Design collision_tracker, sky130hd; sources not shown.
**Run 1: sequential cells colored by netlist name**

Scale: 6 px per um. Other sequential cells in the stronger gray, the rest of the logic in the fainter gray.
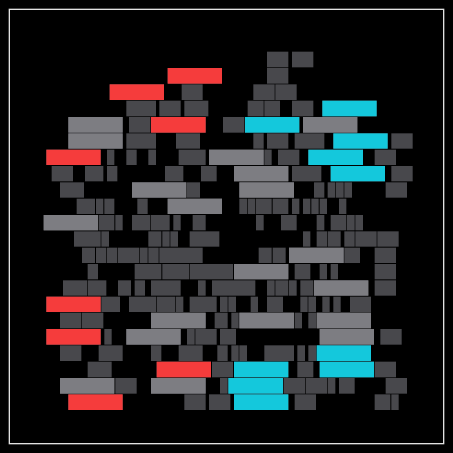
cyan -> g_evt.u_latch.pulse  # placed flops 10
red -> frame_hits  # placed flops 8
Seq/total area: 42.3%
Seq. pwr: 0.274 mW
Reg area: 926 um2
Finished Core Util: 59.0%

**Run 1: congestion heat map**

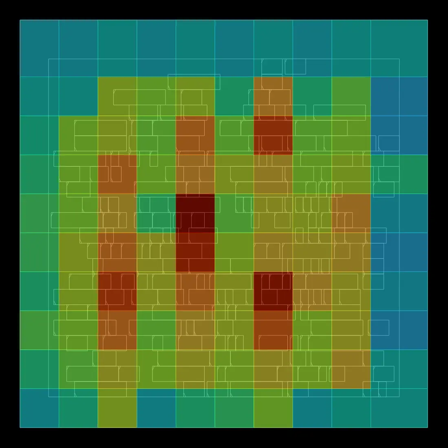
met2 global-route usage: 28.3%
average wire per standard cell: 14.8 um
GR met3 Demand/Resource: 5.26%

**Run 1: clock distribution**

Scale: 4 px per um.
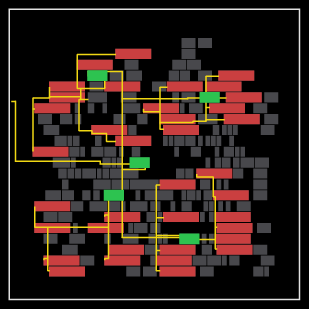
red -> flip-flops  # count 37
green -> clock drivers  # count 5
yellow -> clock wires  # length 403 um
routed clock nets = 6
flops lie = all over the die
Fin Clk Skew: 0.00603 ns
Clk network pwr share: 35.8%

**Run 1: routed metal, one color a layer**

Scale: 4 px per um.
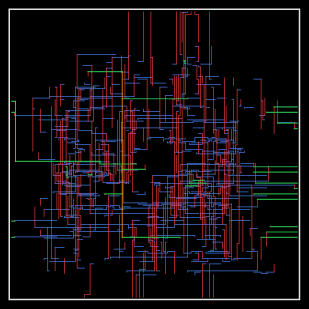
blue -> metal 1  # wire length 1410 um
red -> metal 2  # wire length 1960 um
green -> metal 3  # wire length 194 um
orange -> metal 4  # wire length 56.4 um
GRT Resource Usage Total: 15.5%
Routed Wire Length: 3.62 mm
Via Count: 1278

==> out/qor.csv, run 1 <==
stage,metric,value,unit
yosys,ys_sh_simple,15.7,%
grt,grt_pass1_vias,1412,
die,die_area,5210,um2
sta,period_minus_slack,5.13,ns
sta,post-route-period-util,89.7,%
die,fp_util,46.8,%
power,power.density,245,nW/um2
setup_path,rrSetupSlack,1.90,ns
place,portBuffers,34,
clocking,clock_path_buffers,2,
run_status,outcome,completed,
yosys,ff_type,dfrtp_1,
yosys,syn_area,1740,um2
yosys,largest_area_cell,dfrtp_1,
yosys,ys_sh_xor,1.01,%
power,ir_drop,0.124,mV
yosys,ys_chip_area,1740,um2
place,place_hpwl,2.68,mm
sta,slew_headroom,67.4,%
yosys,synth_nets,192,
grt,grt_pass1_wl,6.22,mm
[run 1: routing by layer]
| metal | vias up | routed length, um | track usage (%) | share of wire [%] |
|---|---|---|---|---|
| met5 | - | 0 | 0 | 0 |
| met4 | 0 | 56 | 6.47 | 1.5 |
| met3 | 7 | 193 | 5.26 | 5.3 |
| met2 | 34 | 1960 | 28.3 | 54 |
| met1 | 619 | 1410 | 16.2 | 39 |
| li1 | 618 | - | - | - |
[run 1: report_power, final]
part           switching (mW)  internal (mW)
sequential            0.00362          0.270
clock                  0.0840          0.109
combinational          0.0413         0.0299
[run 1: metrics by stage]
step                worst slack, ns  total power, mW  instance area (um2)
floorplan                      1.06            0.320                 1740
finish                        0.589            0.538                 2190
CTS                           0.557            0.546                 2190
global placement              0.353            0.348                 2090
detailed placement            0.262            0.350                 2090
global route                  0.394            0.563                 2190
[run 1: cell families after synthesis]
kind of cell | after synthesis
simple gates | 58
flops | 37
buf+inv | 27
compound gates | 26
mux | 7
fa+ha+maj | 7
xor+xnor | 2
[run 1: area by class of cell]
type	instances	area, um2
fillers	332	1530
multi-input cells	100	681
clock inverters	1	5.00
clock buffers	7	96.3
flip-flops and latches	37	926
inverters	14	52.6
well taps	48	60.1
repair buffers	38	370
[run 1: critical path: stages]
cell and delay, ns:
clkdlybuf4s50_1 0.51, o21ai_1 0.09, inv_1 0.19, nand4_1 0.21, fa_1 0.60, fa_1 0.41, inv_1 0.07, ha_1 0.18
inv_1 0.06, fa_1 0.39, nor2b_1 0.20, o21bai_1 0.13, or4b_1 0.66, o211ai_2 0.20
[run 1: placed cells by master, fill, tap and decap left out, types with 2 or more instances in the layout]
| cell | Yosys | routed |
|---|---|---|
| nor3_1 | 3 | 3 |
| inv_1 | 14 | 14 |
| a21oi_1 | 4 | 4 |
| o21ai_0 | 2 | 2 |
| nor2_1 | 13 | 13 |
| nand4_1 | 5 | 5 |
| ha_1 | 4 | 4 |
| clkdlybuf4s50_1 | 0 | 34 |
| a21oi_2 | 4 | 4 |
| dfrtp_1 | 37 | 37 |
| clkbuf_8 | 0 | 7 |
| a22oi_1 | 7 | 7 |
| mux2_2 | 7 | 7 |
| buf_4 | 6 | 4 |
| nand2_1 | 23 | 23 |
| and2_1 | 3 | 3 |
| fa_1 | 3 | 3 |
| nand3_1 | 4 | 4 |
| xor2_1 | 2 | 2 |
**Run 1: layout detail**

Window x 44 to 64, y 8 to 28 um. Cells in gray, sequential cells in the stronger gray; small squares are vias.
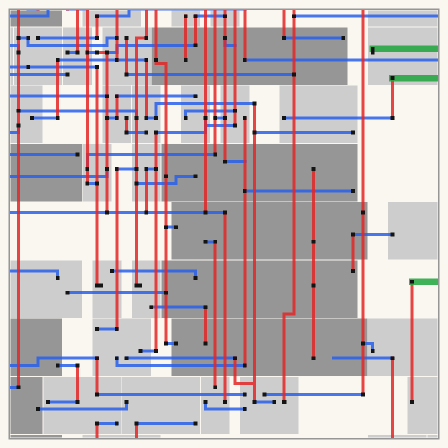

==> run 1 -> run 2 <==
--- a/config.mk
+++ b/config.mk
@@ -5,10 +5,11 @@
 export SDC_FILE = /design/constraint.sdc
 export NUM_CORES = 1
 export LEC_CHECK = 0
+export CAP_MARGIN = 25
 export CORE_MARGIN = 5
-export CORE_UTILIZATION = 45
+export CORE_UTILIZATION = 53
 export DETAILED_ROUTE_END_ITERATION = 6
-export PLACE_DENSITY = 0.75
+export PLACE_DENSITY = 0.86
 export SYNTH_ARGS = -nofsm -noshare
 export SYNTH_HDL_FRONTEND = slang
 export SYNTH_SLANG_ARGS = --single-unit
**Run 2: layout detail**

Window x 40 to 60, y 7 to 27 um. Cells in gray, sequential cells in the stronger gray; small squares are vias.
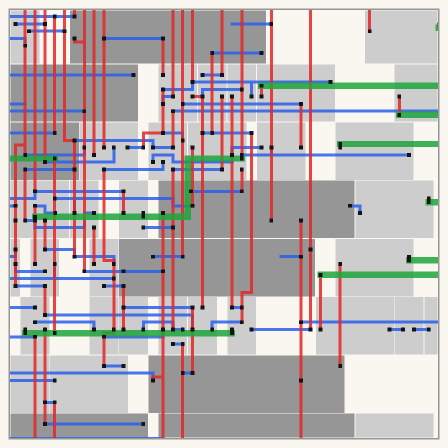
red -> metal 2
blue -> metal 1
green -> metal 3
cells with their middle in the window = 34
sequential cells in the window = 5
most frequent = nand2_1 (9), clkdlybuf4s50_1 (9), dfrtp_1 (5)

**Run 2: routed metal, one color a layer**

Scale: 6 px per um.
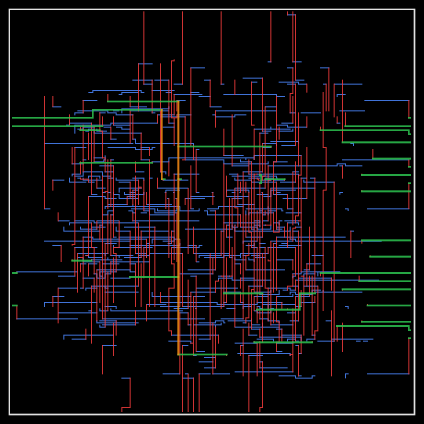
blue -> metal 1  # wire length 1420 um
green -> metal 3  # wire length 277 um
red -> metal 2  # wire length 1670 um
orange -> metal 4  # wire length 53.7 um
Via Count: 1285
GRT Resource Usage Total: 17.8%
average wire per standard cell: 14.3 um

==> run 2 against run 1 <==
Critical path depth is the same. Global-route usage grew 2.2 points. Total power grew 5.4%. Largest power group unchanged. Non-clock buffer count shrank 1. Design area shrank 0.51%. Worst hold slack gained 0.010 ns. Largest cell class unchanged. Synthesized cell count is the same. First-iteration DRC count shrank 36%.
==> out/qor.csv, run 2 <==
stage,metric,value,unit,change
power,p_sw_share,23.3,%,was 24.0%
die,die_area,4530,um2,was 5210 um2
sta,slew_headroom,69.6,%,was 67.4%
clocking,clock_path_buffers,2,,unchanged
place,place_hpwl,2.47,mm,was 2.68 mm
yosys,largest_area_cell,dfrtp_1,,unchanged
sta,final.setup_skew,0.0156,ns,was 0.00603 ns
sta,setup_slack,0.601,ns,was 0.589 ns
die,fp_util,56.0,%,was 46.8%
clocking,clock-root-buffer,clkbuf_4,,was clkbuf_8
sta,worst-slew-pin-transition,0.455,ns,was 0.488 ns
final_layout,lay_top_cells,"dfrtp_1 (37), clkdlybuf4s50_1 (34), nand2_1 (23)",,unchanged
power,power.density,260,nW/um2,was 245 nW/um2
final_layout,final_layout_top_logic_cell,dfrtp_1,,unchanged
yosys,ys_chip_area,1740,um2,unchanged
yosys,ff_type,dfrtp_1,,unchanged
power,p_total,0.567,mW,was 0.538 mW
setup_path,rrSetupSlack,1.83,ns,was 1.90 ns
place,portBuffers,34,,unchanged
yosys,synth-cells-yosys,164,,unchanged
grt,grt_pass1_vias,1320,,was 1412
run_status,outcome,completed,,unchanged
power,clockPowerShare,39.3,%,was 35.8%
setup_path,crit_slowest_cell,or4b_1,,unchanged
sta,rsz0062_at_grt,no,,unchanged
drt,wl,3.43,mm,was 3.62 mm
power,ir_drop,0.181,mV,was 0.124 mV
yosys,syn_area,1740,um2,unchanged
power,intPower,0.434,mW,was 0.409 mW
power,p_comb_share,12.5,%,was 13.2%
setup_path,slowest_delay,0.68,ns,was 0.66 ns
sta,post-route-period-util,89.5,%,was 89.7%
power,switchingPower,0.132,mW,was 0.129 mW
place,pre_cts_ws,0.267,ns,was 0.262 ns
place,post_dp_cell_area,2080,um2,was 2090 um2
clocking,numClockSinks,37,,unchanged
setup_path,path_cells,clkdlybuf4s50_1 > o21ai_1 > inv_1 > nand4_1 > fa_1 > fa_1 > inv_1 > ha_1 > inv_1 > fa_1 > nor2b_1 > o21bai_1 > or4b_1 > a21oi_2,,was clkdlybuf4s50_1 > o21ai_1 > inv_1 > nand4_1 > fa_1 > fa_1 > inv_1 > ha_1 > inv_1 > fa_1 > nor2b_1 > o21bai_1 > or4b_1 > o211ai_2
setup_path,crit_required,5.99,ns,was 5.93 ns
min_path,hold_path_class,reg -> reg,,unchanged
yosys,synth_nets,192,,unchanged
grt,grt_pass1_wl,5.91,mm,was 6.22 mm
==> run 2: cell counts after synthesis <==
Identical to the previous run, type by type.
==> run 2: cell families (layout without fill, tap and decap cells) <==
logic type / count (synthesis) / in the layout / synth area share (%)
AND/OR/NAND/NOR: 58 / 58 / 15.7
buffers and inverters: 27 / 59 / 7.62
adder cells (fa/ha/maj): 7 / 7 / 6.33
AND-OR/OR-AND: 26 / 26 / 11.6
flip-flops: 37 / 37 / 53.2
XOR/XNOR: 2 / 2 / 1.01
multiplexers: 7 / 7 / 4.53
==> run 2: per-stage QoR <==
step                      std cells  util [%]
final                           240      70.2
after global routing            240      70.2
after CTS                       240      70.2
after detailed placement        232      66.9
after global placement          232      66.9
after floorplan                 164         -
==> run 2: area by class of cell <==
type,instances,area (um2)
sequential,37,926
fill,261,923
multi-input combinational,100,681
timing repair buffer,37,363
clock inverter,3,65.1
tap,44,55.1
inverter,14,52.6
clock buffer,5,37.5
==> run 2: critical path, delay by kind of cell <==
family	cells	cell delay, ns
AOI/OAI and AO/OA	3	0.43
adders and majority gates	4	1.59
buffers and inverters	4	0.86
and+or+nand+nor	3	1.09
==> run 2: per-layer routing <==
layer | global-route usage [%] | up-vias | wire length [um]
met2 | 29.7 | 45 | 1670
met1 | 20.3 | 622 | 1420
met3 | 6.49 | 7 | 276
met5 | 0 | - | 0
li1 | - | 611 | -
met4 | 8.10 | 0 | 53
==> run 2: power by group through the flow <==
stage	Clock [mW]	Combinational (mW)	Sequential [mW]
global placement	0	0.0691	0.278
floorplan	0	0.0365	0.284
global route	0.240	0.0769	0.275
finish	0.223	0.0707	0.274
detailed placement	0	0.0711	0.279
CTS	0.228	0.0713	0.274
No activity file was given, so power comes from the tool's default toggle rates.
